Fig. 1: I/O nets highlighted
Scale bar: 50 um.
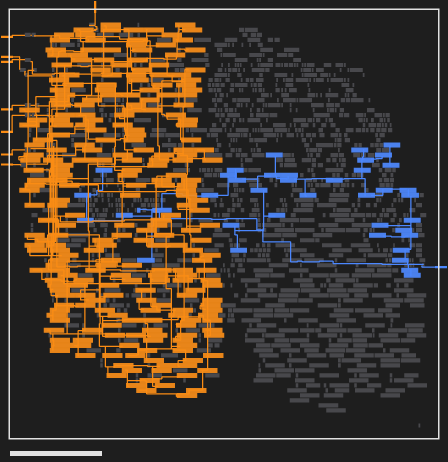
Fig. 2: layout detail
Scale bar: 10 um. Window x 46 to 71, y 46 to 71 um. Cells in gray, sequential cells in the stronger gray; small squares are vias.
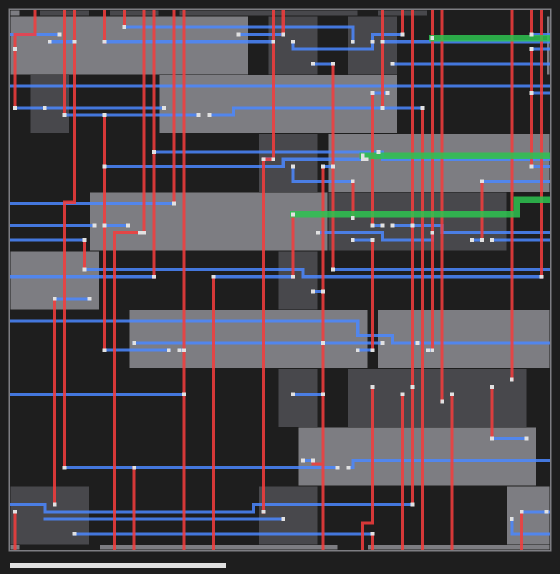
Fig. 3: routing congestion map
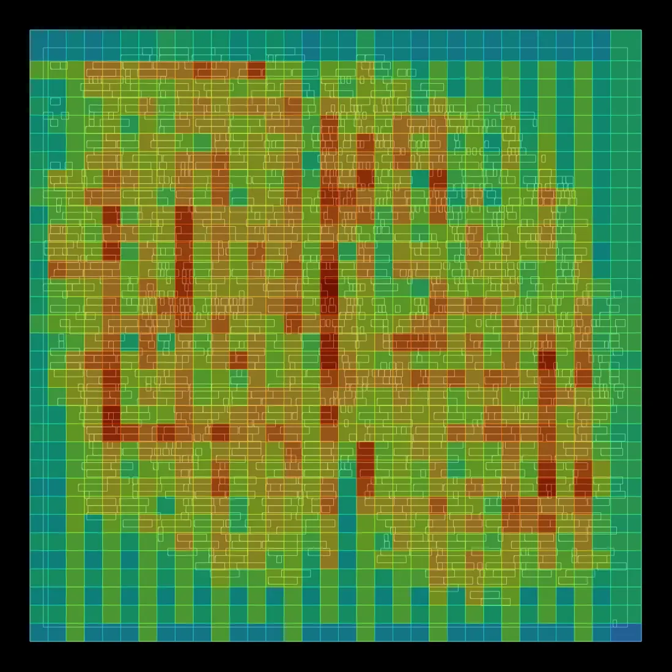
Fig. 4: sequential cells grouped by signal name
Scale bar: 50 um. Other sequential cells in the stronger gray, the rest of the logic in the fainter gray.
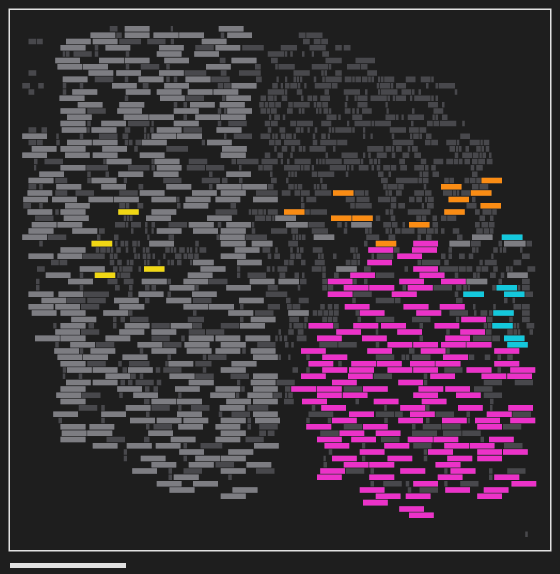
`config.mk`:
```
export PLATFORM = sky130hd
export DESIGN_NAME = fxp_matmul_stream_flat
export DESIGN_NICKNAME = d
export VERILOG_FILES = /design/src/rtl/fxp_matmul_stream_pkg.sv /design/src/rtl/fxp_matmul_stream_if.sv /design/src/rtl/fxp_matmul_stream_mac.sv /design/src/rtl/fxp_matmul_stream.sv /design/src/flat_wrapper.sv
export SDC_FILE = /design/constraint.sdc
export NUM_CORES = 1
export LEC_CHECK = 0
export CAP_MARGIN = 20
export CORE_MARGIN = 5
export CORE_UTILIZATION = 39
export CTS_BUF_LIST = sky130_fd_sc_hd__clkbuf_2
export CTS_CLUSTER_SIZE = 28
export DETAILED_ROUTE_END_ITERATION = 10
export GPL_ROUTABILITY_DRIVEN = 1
export HOLD_SLACK_MARGIN = 0.1
export MAX_ROUTING_LAYER = met4
export PLACE_DENSITY = 0.54
export SLEW_MARGIN = 10
export SYNTH_ARGS = -nofsm -noshare
export SYNTH_HDL_FRONTEND = slang
export SYNTH_SLANG_ARGS = --single-unit
```
`constraint.sdc`:
```
create_clock -name clk -period 7.37 [get_ports clk]
set_clock_uncertainty 0.2 [all_clocks]
set_input_delay 1.8425 -clock clk [delete_from_list [all_inputs] [get_ports clk]]
set_output_delay 1.8425 -clock clk [all_outputs]
set_load 0.02 [all_outputs]
```
`src/rtl/fxp_matmul_stream_pkg.sv`:
```
// fxp_matmul_pkg: shared types and helpers for the streaming fixed-point
// matrix multiplier.
//   state_t      : FSM encoding (IDLE, LOAD_A, LOAD_B, COMPUTE, OUTPUT)
//   acc_width()  : derived accumulator width, 2*DATA_W + clog2(N)
//   round_narrow : round-half-up of a Q-format accumulator, then narrow to
//                  DATA_W. Clamps (and flags) when FXP_MATMUL_SAT_EN is
//                  defined, otherwise wraps (two's complement).
package fxp_matmul_pkg;

  typedef enum logic [2:0] {
    IDLE    = 3'd0,
    LOAD_A  = 3'd1,
    LOAD_B  = 3'd2,
    COMPUTE = 3'd3,
    OUTPUT  = 3'd4
  } state_t;

  // Conversion is done on a fixed wide signed container so the helper
  // does not depend on the block parameters; callers sign-extend into it.
  localparam int RN_W = 64;

  typedef struct packed {
    logic signed [RN_W-1:0] val;
    logic                   sat;
  } rn_t;

  function automatic int acc_width(input int n, input int data_w);
    return 2 * data_w + $clog2(n);
  endfunction

  function automatic rn_t round_narrow(input logic signed [RN_W-1:0] acc,
                                       input int frac_w,
                                       input int data_w);
    rn_t                    res;
    logic signed [RN_W-1:0] half;
    logic signed [RN_W-1:0] r;
`ifdef FXP_MATMUL_SAT_EN
    logic signed [RN_W-1:0] lo;
    logic signed [RN_W-1:0] hi;
`endif
    half = 64'sd1 <<< (frac_w - 1);
    r    = (acc + half) >>> frac_w;
`ifdef FXP_MATMUL_SAT_EN
    lo = -(64'sd1 <<< (data_w - 1));
    hi = ~lo;
    if (r > hi) begin
      res.val = hi;
      res.sat = 1'b1;
    end else if (r < lo) begin
      res.val = lo;
      res.sat = 1'b1;
    end else begin
      res.val = r;
      res.sat = 1'b0;
    end
`else
    // keep the low data_w bits, sign-extended back into the container
    res.val = (r <<< (RN_W - data_w)) >>> (RN_W - data_w);
    res.sat = 1'b0;
`endif
    return res;
  endfunction

endpackage

```
`src/rtl/fxp_matmul_stream_if.sv`:
```
// fxp_matmul_stream_if: input and output valid/ready element streams of the
// matrix multiplier.
//   in_valid/in_ready/in_data     : A then B elements, row-major
//   out_valid/out_ready/out_data  : C elements, row-major
//   out_last                      : marks C[N-1][N-1]
// master = host/sink side, slave = multiplier side.
interface fxp_matmul_stream_if #(
  parameter int DATA_W = 8
);
  logic              in_valid;
  logic              in_ready;
  logic [DATA_W-1:0] in_data;
  logic              out_valid;
  logic              out_ready;
  logic [DATA_W-1:0] out_data;
  logic              out_last;

  modport master (
    output in_valid, in_data, out_ready,
    input  in_ready, out_valid, out_data, out_last
  );

  modport slave (
    input  in_valid, in_data, out_ready,
    output in_ready, out_valid, out_data, out_last
  );
endinterface

```
`src/rtl/fxp_matmul_stream_mac.sv`:
```
// fxp_mac: registered signed multiply-accumulate.
//   clk, reset_n : clock, async active-low reset
//   i_en         : update the accumulator this cycle
//   i_clr        : start a new sum (the product replaces the old value)
//   i_a, i_b     : signed DATA_W operands
//   o_sum        : value the accumulator takes on this edge when enabled,
//                  i.e. the sum including the current product. Exposed so
//                  the caller can convert a finished dot product without
//                  waiting an extra cycle.
module fxp_mac #(
  parameter int DATA_W = 8,
  parameter int ACC_W  = 18
) (
  input  logic                     clk,
  input  logic                     reset_n,
  input  logic                     i_en,
  input  logic                     i_clr,
  input  logic signed [DATA_W-1:0] i_a,
  input  logic signed [DATA_W-1:0] i_b,
  output logic signed [ACC_W-1:0]  o_sum
);
  logic signed [2*DATA_W-1:0] w_prod;
  logic signed [ACC_W-1:0]    w_prod_x;
  logic signed [ACC_W-1:0]    r_acc;

  assign w_prod   = i_a * i_b;
  assign w_prod_x = {{(ACC_W-2*DATA_W){w_prod[2*DATA_W-1]}}, w_prod};
  assign o_sum    = (i_clr ? '0 : r_acc) + w_prod_x;

  always_ff @(posedge clk or negedge reset_n) begin
    if (!reset_n)  r_acc <= '0;
    else if (i_en) r_acc <= o_sum;
  end
endmodule

```
`src/rtl/fxp_matmul_stream.sv`:
```
// fxp_matmul_stream: streaming signed fixed-point C = A x B for NxN matrices.
//   clk, reset_n : clock, async active-low reset (aborts any operation)
//   bus (slave)  : input stream of A then B (row-major), output stream of C
//                  (row-major) with out_last on C[N-1][N-1]
//   busy         : FSM not in IDLE
//   sat_flag     : some element of the current result clipped; cleared on the
//                  first accepted beat of the next matrix
// Optional feature macro: FXP_MATMUL_SAT_EN (saturate instead of wrap).
// One MAC per cycle; COMPUTE takes N^3 cycles and C is written at k=N-1.
module fxp_matmul_stream
  import fxp_matmul_pkg::*;
#(
  parameter int N      = 4,
  parameter int DATA_W = 8,
  parameter int FRAC_W = 4
) (
  input  logic                 clk,
  input  logic                 reset_n,
  fxp_matmul_stream_if.slave   bus,
  output logic                 busy,
  output logic                 sat_flag
);
  localparam int ACC_W = acc_width(N, DATA_W);
  localparam int NN    = N * N;
  localparam int IW    = $clog2(NN);
  localparam int CW    = $clog2(N);
  localparam logic [CW-1:0] LAST_N  = CW'(N - 1);
  localparam logic [IW-1:0] LAST_NN = IW'(NN - 1);

  state_t                    r_state;
  logic [IW-1:0]             r_ld_cnt;
  logic [CW-1:0]             r_i, r_j, r_k;
  logic [IW-1:0]             r_oidx;
  logic                      r_out_valid;
  logic [DATA_W-1:0]         r_out_data;
  logic                      r_out_last;
  logic                      r_sat;

  logic signed [DATA_W-1:0]  r_a [NN];
  logic signed [DATA_W-1:0]  r_b [NN];
  logic signed [DATA_W-1:0]  r_c [NN];

  logic                      w_in_ready;
  logic                      w_in_fire;
  logic                      w_out_fire;
  logic                      w_mac_en;
  logic                      w_k_last;
  logic [IW-1:0]             w_aidx, w_bidx, w_cidx, w_onext;
  logic signed [ACC_W-1:0]   w_sum;
  logic signed [RN_W-1:0]    w_sum64;
  rn_t                       w_rn;
  logic                      w_unused_rn_hi;

  // gated by reset_n so in_ready reads 0 while reset is held
  assign w_in_ready = reset_n &&
                      (r_state == IDLE || r_state == LOAD_A || r_state == LOAD_B);
  assign w_in_fire  = bus.in_valid && w_in_ready;
  assign w_out_fire = r_out_valid && bus.out_ready;
  assign w_mac_en   = (r_state == COMPUTE);
  assign w_k_last   = (r_k == LAST_N);

  assign w_aidx  = IW'(int'(r_i) * N + int'(r_k));
  assign w_bidx  = IW'(int'(r_k) * N + int'(r_j));
  assign w_cidx  = IW'(int'(r_i) * N + int'(r_j));
  assign w_onext = r_oidx + IW'(1);

  fxp_mac #(
    .DATA_W (DATA_W),
    .ACC_W  (ACC_W)
  ) u_mac (
    .clk     (clk),
    .reset_n (reset_n),
    .i_en    (w_mac_en),
    .i_clr   (r_k == '0),
    .i_a     (r_a[w_aidx]),
    .i_b     (r_b[w_bidx]),
    .o_sum   (w_sum)
  );

  assign w_sum64        = {{(RN_W-ACC_W){w_sum[ACC_W-1]}}, w_sum};
  assign w_rn           = round_narrow(w_sum64, FRAC_W, DATA_W);
  assign w_unused_rn_hi = ^w_rn.val[RN_W-1:DATA_W];

  // Operand/result storage: no reset needed, contents are always rewritten
  // before use; an aborted load simply leaves stale data that is overwritten.
  always_ff @(posedge clk) begin
    if (w_in_fire && r_state != LOAD_B) r_a[r_ld_cnt] <= bus.in_data;
    if (w_in_fire && r_state == LOAD_B) r_b[r_ld_cnt] <= bus.in_data;
    if (w_mac_en && w_k_last)           r_c[w_cidx]   <= w_rn.val[DATA_W-1:0];
  end

  always_ff @(posedge clk or negedge reset_n) begin
    if (!reset_n) begin
      r_state     <= IDLE;
      r_ld_cnt    <= '0;
      r_i         <= '0;
      r_j         <= '0;
      r_k         <= '0;
      r_oidx      <= '0;
      r_out_valid <= 1'b0;
      r_out_data  <= '0;
      r_out_last  <= 1'b0;
      r_sat       <= 1'b0;
    end else begin
      case (r_state)
        IDLE: begin
          if (w_in_fire) begin
            r_ld_cnt <= IW'(1);
            r_sat    <= 1'b0;
            r_state  <= LOAD_A;
          end
        end
        LOAD_A: begin
          if (w_in_fire) begin
            if (r_ld_cnt == LAST_NN) begin
              r_ld_cnt <= '0;
              r_state  <= LOAD_B;
            end else begin
              r_ld_cnt <= r_ld_cnt + IW'(1);
            end
          end
        end
        LOAD_B: begin
          if (w_in_fire) begin
            if (r_ld_cnt == LAST_NN) begin
              r_ld_cnt <= '0;
              r_i      <= '0;
              r_j      <= '0;
              r_k      <= '0;
              r_state  <= COMPUTE;
            end else begin
              r_ld_cnt <= r_ld_cnt + IW'(1);
            end
          end
        end
        COMPUTE: begin
          if (w_k_last) begin
            r_k   <= '0;
            r_sat <= r_sat | w_rn.sat;
            if (r_j == LAST_N) begin
              r_j <= '0;
              if (r_i == LAST_N) begin
                // C[N-1][N-1] lands this edge; C[0][0] was written long ago
                r_i         <= '0;
                r_oidx      <= '0;
                r_out_valid <= 1'b1;
                r_out_data  <= r_c[0];
                r_out_last  <= 1'b0;
                r_state     <= OUTPUT;
              end else begin
                r_i <= r_i + CW'(1);
              end
            end else begin
              r_j <= r_j + CW'(1);
            end
          end else begin
            r_k <= r_k + CW'(1);
          end
        end
        OUTPUT: begin
          if (w_out_fire) begin
            if (r_oidx == LAST_NN) begin
              r_oidx      <= '0;
              r_out_valid <= 1'b0;
              r_out_data  <= '0;
              r_out_last  <= 1'b0;
              r_state     <= IDLE;
            end else begin
              r_oidx     <= w_onext;
              r_out_data <= r_c[w_onext];
              r_out_last <= (w_onext == LAST_NN);
            end
          end
        end
        default: r_state <= IDLE;
      endcase
    end
  end

  assign bus.in_ready  = w_in_ready;
  assign bus.out_valid = r_out_valid;
  assign bus.out_data  = r_out_data;
  assign bus.out_last  = r_out_last;
  assign busy          = (r_state != IDLE);
  // without saturation w_rn.sat is constant 0, so this is tied low
  assign sat_flag      = r_sat;

endmodule

```
`src/flat_wrapper.sv`:
```
// flat-port wrapper written by rule: the top's interface ports become plain ports
module fxp_matmul_stream_flat import fxp_matmul_pkg::*;
#(
  parameter int N      = 4,
  parameter int DATA_W = 8,
  parameter int FRAC_W = 4
)
  (clk, reset_n, busy, sat_flag, bus_in_valid, bus_in_data, bus_out_ready, bus_in_ready, bus_out_valid, bus_out_data, bus_out_last);
  fxp_matmul_stream_if #(.DATA_W(DATA_W)) bus_i ();
  input  logic clk;
  input  logic reset_n;
  output logic busy;
  output logic sat_flag;
  input wire logic [$bits(bus_i.in_valid)-1:0] bus_in_valid;
  input wire logic [$bits(bus_i.in_data)-1:0] bus_in_data;
  input wire logic [$bits(bus_i.out_ready)-1:0] bus_out_ready;
  output wire logic [$bits(bus_i.in_ready)-1:0] bus_in_ready;
  output wire logic [$bits(bus_i.out_valid)-1:0] bus_out_valid;
  output wire logic [$bits(bus_i.out_data)-1:0] bus_out_data;
  output wire logic [$bits(bus_i.out_last)-1:0] bus_out_last;
  assign bus_i.in_valid = bus_in_valid;
  assign bus_i.in_data = bus_in_data;
  assign bus_i.out_ready = bus_out_ready;
  assign bus_in_ready = bus_i.in_ready;
  assign bus_out_valid = bus_i.out_valid;
  assign bus_out_data = bus_i.out_data;
  assign bus_out_last = bus_i.out_last;
  fxp_matmul_stream #(.N(N), .DATA_W(DATA_W), .FRAC_W(FRAC_W)) u_core (.clk(clk), .reset_n(reset_n), .bus(bus_i), .busy(busy), .sat_flag(sat_flag));
endmodule
```
==> impl_metrics.toml <==
# generated from flow reports
[outcome]
status = "completed"

[flow_run]
tool_warnings = 37
maxCapViolations = 0

[logic_synthesis]
ys_top_cells_by_count = "sky130_fd_sc_hd__edfxtp_1 (384), sky130_fd_sc_hd__mux4_2 (97), sky130_fd_sc_hd__inv_1 (96)"
yosys_cells = 1130
xor_share_pct = 1.834
synth_area_per_cell_sq_um = 17.09
number_of_flip_flops_and_latches_in_the_synthesized_netlist = 423
yosys_area_sq_um = 19310
netlist_top_cells_area = "sky130_fd_sc_hd__edfxtp_1 (60%), sky130_fd_sc_hd__mux4_2 (11%), sky130_fd_sc_hd__dfrtp_1 (5.1%)"

[floorplan]
fp-row-count = 81
tapcell.inserted = 664

[global_routing]
pin_count_of_the_biggest_net_entering_global_routing = 40
grt_most_used_layer = "met2"

[critical_path]
endpoint_kind = "flop"
critical-path-max-stage-delay_ps = 550
regToRegEndpoint = "u_core.r_c[8][7]$_DFFE_PP_"
path_common_cell = "sky130_fd_sc_hd__inv_1"
worstPathRequired_ps = 7940
r2r_start = "u_core.r_k[0]$_DFFE_PN0P_"
worstSetupEndpoint = "u_core.r_c[8][7]$_DFFE_PP_"
critical_path.top_delay_family = "adder cells"

[drt]
post_drt_via_cell_ratio = 5.027
drt-met1-wl_mm = 19.68
drc = 0

[layout]
biggestCellCategory = "flip-flops and latches"
seq-cell-share_pct = 56.37
nNonClkInverters = 97
layout.filler_cells = 4348
final_common_cell = "sky130_fd_sc_hd__edfxtp_1"
clockBufferCount = 158
nonClockBufferCount = 125
flop_area_sq_um = 12510

[hold_path]
holdCritPathClass = "flop to flop"

[timing]
final.min_clock_period_ps = 7110
hold_viol = 0
clock.fmax_ghz = 0.1407

[clocking]
post_cts_resize_count = 1
cts_inserted_buffers = 106
post_cts_hold_buffer_count = 0
clkLatencyLatePin_ps = 1090

[power_and_ir_drop]
intPower_w = 0.004145
pwr.group.combinational_w = 0.00146
vdd_ir_drop_max_v = 0.0001833
power_frac_comb_pct = 24.5

[placement]
routabilityCongestion = 0.8459
-- Fig. 1 (at the start) --
port	color	bits	direction	end cells	buffers	wire
`reset_n`	blue	1	input	41	2	651 um
`bus_in_data`	orange	8	input	256	16	4,120 um
IO buf count: 23
number of I/O pins: 25

-- Fig. 2 (at the start) --
layer	color
met1	blue
met3	green
met2	red
netlist names of flops here include	`u_core.r_a` (7)
most frequent	edfxtp_1 (7), clkbuf_2 (3)
cells with their middle in the window	16
sequential cells in the window	7

-- Fig. 3 (at the start) --
wire length per cell after detailed routing: 21.01 um
GR met1 Demand/Resource: 22.66%
met3 global-route usage: 3.795%
Tot GR Track Use: 16.99%

-- Fig. 4 (at the start) --
netlist name	color	sequential cells
`u_core.r_c`	magenta	128
`u_core.r_ld_cnt`	yellow	4
`u_core.u_mac.r_acc`	orange	12
`u_core.bus.out_data`	cyan	8

## state kept, by name, summed over array words and instances, names as in the netlist
| signal | count |
|---|---|
| u_core.r_a | 128 |
| u_core.u_mac.r_acc | 12 |
| u_core.bus.out_data | 8 |
| u_core.bus.out_valid | 1 |
| u_core.r_ld_cnt | 4 |
| u_core.r_state | 3 |
| u_core.r_k | 2 |
| u_core.r_c | 128 |
| u_core.r_b | 128 |
| u_core.r_i | 2 |
| u_core.r_oidx | 4 |
| u_core.bus.out_last | 1 |
| u_core.r_j | 2 |
